<file path="src/rtl/inputconditioner_multi.sv">
// inputconditioner_multi: per-lane synchroniser, debouncer and edge detector with aggregate edge flag
// Optional per-lane glitch counters are built when INPUTCOND_GLITCH_COUNT_EN is defined.
module inputconditioner_multi #(
  parameter int CHANNELS = 8,
  parameter int SYNC_STAGES = 2,
  parameter int WAIT_TIME = 3,
  parameter logic [CHANNELS-1:0] RESET_VALUE = {CHANNELS{1'b0}}
) (
  input  logic                  clk,
  input  logic                  reset,
  input  logic [CHANNELS-1:0]   noisysignal,
`ifdef INPUTCOND_GLITCH_COUNT_EN
  input  logic                  glitch_clear,
  output logic [CHANNELS*4-1:0] glitch_count,
`endif
  output logic [CHANNELS-1:0]   conditioned,
  output logic [CHANNELS-1:0]   positiveedge,
  output logic [CHANNELS-1:0]   negativeedge,
  output logic                  anyedge
);
  localparam int CNT_W = $clog2(WAIT_TIME + 1);
  localparam logic [CNT_W-1:0] CNT_MAX = CNT_W'(WAIT_TIME - 1);
  logic [CHANNELS-1:0] sync_q [SYNC_STAGES];
  logic [CNT_W-1:0] cnt_q [CHANNELS];
  logic [CNT_W-1:0] cnt_d [CHANNELS];
  logic [CHANNELS-1:0] s, flip;
  assign s = sync_q[SYNC_STAGES-1];
  always_ff @(posedge clk or posedge reset)
    if (reset) begin
      for (int k = 0; k < SYNC_STAGES; k++) sync_q[k] <= RESET_VALUE;
    end else begin
      sync_q[0] <= noisysignal;
      for (int k = 1; k < SYNC_STAGES; k++) sync_q[k] <= sync_q[k-1];
    end
  // a lane flips once its synchronised level has differed for WAIT_TIME consecutive cycles
  for (genvar i = 0; i < CHANNELS; i++) begin : g_lane
    assign flip[i]  = s[i] != conditioned[i] && cnt_q[i] == CNT_MAX;
    assign cnt_d[i] = (s[i] == conditioned[i] || flip[i]) ? '0 : cnt_q[i] + 1'b1;
  end
  always_ff @(posedge clk or posedge reset)
    if (reset) begin
      conditioned  <= RESET_VALUE;
      positiveedge <= '0;
      negativeedge <= '0;
      anyedge      <= 1'b0;
      cnt_q        <= '{default: '0};
    end else begin
      conditioned  <= conditioned ^ flip;
      positiveedge <= flip & s;
      negativeedge <= flip & ~s;
      anyedge      <= |flip;
      cnt_q        <= cnt_d;
    end
`ifdef INPUTCOND_GLITCH_COUNT_EN
  logic [3:0] gc_q [CHANNELS];
  logic [CHANNELS-1:0] abort;
  for (genvar i = 0; i < CHANNELS; i++) begin : g_glitch
    assign abort[i] = s[i] == conditioned[i] && cnt_q[i] != '0;
    assign glitch_count[4*i +: 4] = gc_q[i];
  end
  always_ff @(posedge clk or posedge reset)
    if (reset) begin
      gc_q <= '{default: '0};
    end else begin
      for (int k = 0; k < CHANNELS; k++)
        gc_q[k] <= glitch_clear ? 4'd0 : (abort[k] && gc_q[k] != 4'hF) ? gc_q[k] + 4'd1 : gc_q[k];
    end
`endif
endmodule

</file>
<file path="config.mk">
export PLATFORM = sky130hd
export DESIGN_NAME = inputconditioner_multi
export DESIGN_NICKNAME = d
export VERILOG_FILES = /design/src/rtl/inputconditioner_multi.sv
export SDC_FILE = /design/constraint.sdc
export NUM_CORES = 1
export LEC_CHECK = 0
export CORE_MARGIN = 3
export CORE_UTILIZATION = 53
export CTS_BUF_LIST = sky130_fd_sc_hd__clkbuf_4
export DETAILED_ROUTE_END_ITERATION = 7
export PLACE_DENSITY_LB_ADDON = 0.12
export SLEW_MARGIN = 25
export SYNTH_ARGS = -nofsm -noshare
export SYNTH_HDL_FRONTEND = slang
export SYNTH_SLANG_ARGS = --single-unit
</file>
<file path="constraint.sdc">
create_clock -name clk -period 2.4 [get_ports clk]
set_input_delay 0.72 -clock clk [delete_from_list [all_inputs] [get_ports clk]]
set_output_delay 0.72 -clock clk [all_outputs]
set_load 0.02 [all_outputs]
</file>
==> images/floorplan.png <==
Bar = 20 µm. Pins as bars on the die edge.
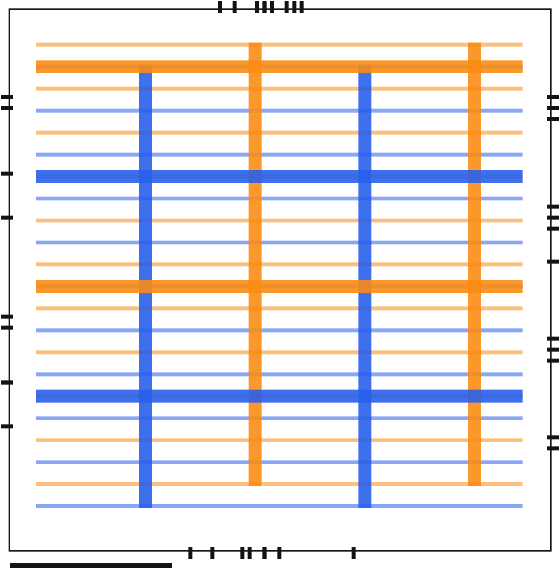
| color | net |
|---|---|
| orange | VDD |
| blue | VSS |
met5 straps: 4
met4 straps: 4
signal pins: 35
met1 rails: 22
rows: 21

==> images/class_map.png <==
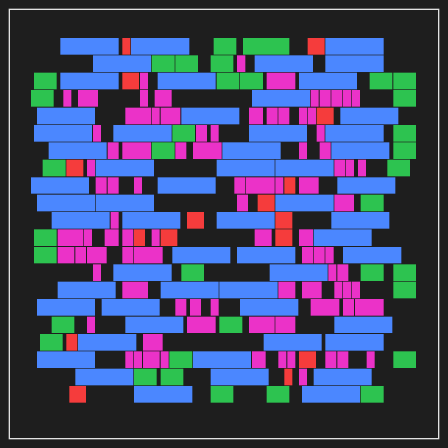
| color | class | cells | share of their area |
|---|---|---|---|
| magenta | remaining logic cells | 90 | 22% |
| blue | registers | 57 | 59% |
| green | remaining buffers and delay cells | 35 | 15% |
| red | clock drivers and dummy loads | 16 | 4.3% |
site row count: 21
final design utilization: 0.7223
proportion of cell area occupied by registers: 0.5737

==> images/clock_wires.png <==
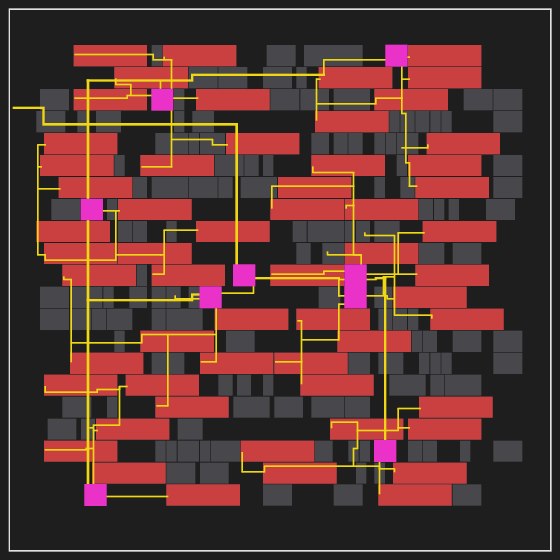
[magenta] clock-net drivers | count: 9
[yellow] clock wires | length: 619 µm
[red] flip-flops | count: 57
flops lie: spread over the die
routed clock nets: 10
latest clock arrival within the worst-skew pair: 0.39 ns
share of total power in the clock network: 0.199
clock group total power: 0.540 mW
Worst Skew: 0.007964 ns

==> flow.log <==
[flow] final metrics
[metrics] run status: finished clean
[metrics] worst-path cell chain: clkdlybuf4s50_1
[metrics] Internal Dissipation: 1.809 mW
[metrics] Leak Pwr: 1.143 nW
[metrics] Largest logic family: simple AND/OR/NAND/NOR gates
[metrics] setup total negative slack: 0 ns
[metrics] Crit-path slowest cell: sky130_fd_sc_hd__clkdlybuf4s50_1
[metrics] maximum number of pins on one net before global-route repair: between 50 and 60
[metrics] detailed-routing iteration count for the pre-antenna-repair pass: 4
[metrics] total routing usage reported by global routing: 0.1690
[metrics] Hold Buf Count CTS: 0
[metrics] number of nets produced by synthesis: 165
[metrics] signed area change from the synthesized netlist to the final layout: 26.64%
[metrics] HP Class: flop to flop
[metrics] number of I/O pins: 35
[metrics] library cell with the largest summed area after synthesis: sky130_fd_sc_hd__dfrtp_1
[metrics] hold_ws: 0.3525 ns
[metrics] Total Power Consumption: between 2 and 3 mW
[metrics] met1 wire length: 1220 µm
[metrics] detailed-routed wire length on met3: 152 µm
[metrics] detailed-routed wire length on met2: 1480 µm
[metrics] crit path time final: 2.163 ns
[metrics] number of antenna violations at the first check in global routing: 0
[metrics] Sw Pwr: 0.9007 mW
[metrics] number of buffers on the longest clock path: 2
[metrics] critical path class: flop to output port
[metrics] yosys simple share: 0.1007
[metrics] via count: approximately 1200
[metrics] clock input transition at the sequential cells of the worst setup and hold paths: roughly 0.090 ns
[metrics] half-perimeter wire length after placement: 2094 µm
[metrics] per-cell routed wire length: 12.07 µm
[metrics] highest routing layer actually used: met4
[metrics] tool warnings: 26
[metrics] number of distinct library cells after synthesis: 12
[metrics] chip area: 0.004470 mm²
[metrics] violation count after the first detailed-route iteration: about 50
[metrics] Multiplexer share: 0.02294
[metrics] Final setup viols: 0
[metrics] sink count of the clock tree: 57
[metrics] Final #Nets: approximately 210
[metrics] RSZ-0062 raised after global routing: no
[metrics] yosys stat chip area: 0.001963 mm²
[metrics] mean instance size in the synthesized netlist: 13.35 µm²
[metrics] headroom to the max-slew limit: 0.8001
[metrics] switching part of the total: 0.3325
[metrics] remaining antenna violation count after routing: 0
[metrics] antenna cells: 0
[metrics] FP Util: 0.5703
[metrics] share of the clock period used by the worst path after layout: 0.9013
[metrics] wire length of the first global-routing pass: 5230 µm
[metrics] sequential cell fraction of total power: 0.486
[metrics] core region area: 0.003442 mm²
[metrics] synth top area cells: sky130_fd_sc_hd__dfrtp_1 73%, sky130_fd_sc_hd__ha_1 5.1%, sky130_fd_sc_hd__nor3_1 5.1%, sky130_fd_sc_hd__inv_1 4.0%, sky130_fd_sc_hd__xnor2_1 3.6%
[metrics] adder share: 0.05099
[metrics] CP Data Required Time: 1.68 ns
[metrics] netlist area before placement: 0.001963 mm²
[metrics] Worst Tran Pin Value: about 0.30 ns
[metrics] total detailed-routing wirelength: 2944 µm
[metrics] horizontal die dimension: between 60 and 70 µm
[metrics] biggest cell delay along the critical path: 0.63 ns
[metrics] Cell Pwr Density: 1090 mW/mm²
[metrics] critical path capture point type: output port
[metrics] WP buf/inv: 1
[metrics] vias in the first global route: 1204
[metrics] number of warnings reported in the yosys synthesis log: 0
[metrics] Die Y-Extent: 66.86 µm
[metrics] Via density: 4.893
[metrics] highest attainable clock frequency: 0.4623 GHz
[metrics] non-filler instance count after layout: around 240
## worst register-to-register path: cells and delay by family, from the launching register on
kind	cells	cell delay [ns]
and+or+nand+nor	1	0.51
DFF	1	0.42
xor gates and xnor gates	1	0.28
AOI/OAI and AO/OA	1	0.14
## stage by stage
step	util	area [µm²]	worst slack (ns)
final	0.7223	2486	0.2370
after global routing	0.7223	2486	0.1454
after CTS	0.7223	2486	0.1944
after detailed placement	0.6917	2381	0.6411
after global placement	0.6917	2381	0.6692
after floorplan	-	1963	0.2804
## placed cells by master (no fill, tap or decap)
cell,count
sky130_fd_sc_hd__o21ai_0,4
sky130_fd_sc_hd__clkdlybuf4s50_1,34
sky130_fd_sc_hd__clkinv_2,3
sky130_fd_sc_hd__inv_2,1
sky130_fd_sc_hd__nor2_1,8
sky130_fd_sc_hd__nor3b_1,4
sky130_fd_sc_hd__dfrtp_1,57
sky130_fd_sc_hd__clkbuf_4,11
sky130_fd_sc_hd__xnor2_1,8
sky130_fd_sc_hd__nand2_1,8
sky130_fd_sc_hd__ha_1,8
sky130_fd_sc_hd__nor3_1,20
sky130_fd_sc_hd__clkinv_1,2
sky130_fd_sc_hd__o22ai_1,4
sky130_fd_sc_hd__buf_12,1
sky130_fd_sc_hd__or4_1,1
sky130_fd_sc_hd__mux2_2,4
sky130_fd_sc_hd__inv_1,20
## power groups by stage
stage / combinational, mW / clock [mW] / sequential, mW
after global placement: 0.829 / 0 / 1.32
after detailed placement: 0.864 / 0 / 1.34
after CTS: 0.872 / 0.562 / 1.32
final: 0.854 / 0.540 / 1.32
after global routing: 0.961 / 0.605 / 1.35
after floorplan: 0.422 / 0 / 1.44
## per-layer routing
metal  track usage  vias up
met4        0.1063        0
met1        0.1883      576
met5             0        -
li1              -      581
met2        0.2649       29
met3       0.07251        8
## cells in the mapped netlist
cell type / count
sky130_fd_sc_hd__inv_1: 21
sky130_fd_sc_hd__nand2_1: 8
sky130_fd_sc_hd__o21ai_0: 4
sky130_fd_sc_hd__nor2_1: 8
sky130_fd_sc_hd__nor3_1: 20
sky130_fd_sc_hd__dfrtp_1: 57
sky130_fd_sc_hd__nor3b_1: 4
sky130_fd_sc_hd__ha_1: 8
sky130_fd_sc_hd__mux2_2: 4
sky130_fd_sc_hd__o22ai_1: 4
sky130_fd_sc_hd__xnor2_1: 8
sky130_fd_sc_hd__or4_1: 1
## cell type report
type                    instances  area (µm²)
repair buffers                 35       360.3
clock inverters                 5       22.52
inverters                      21       78.83
well taps                      46       57.56
flip-flops and latches         57        1426
multi-input cells              69       457.9
clock buffers                  11       82.58
fillers                       235       955.9
## worst paths after layout
check | end | cells past startpoint | slack (ns) | from
min in group asynchronous | cnt_q[4]$_DFF_PP0_ | 3 | 0.69 | reset
worst min register to register | s[2]$_DFF_PP0_ | 0 | 0.35 | sync_q[10]$_DFF_PP0_
worst min-delay path | s[2]$_DFF_PP0_ | 0 | 0.35 | sync_q[10]$_DFF_PP0_
worst max register to register | anyedge$_DFF_PP0_ | 3 | 0.93 | s[4]$_DFF_PP0_
max in group asynchronous | s[2]$_DFF_PP0_ | 3 | 1.47 | reset
worst max-delay path | conditioned[0] | 1 | 0.24 | flop
Power figures rest on the tool's default switching activity, not on a simulated workload.
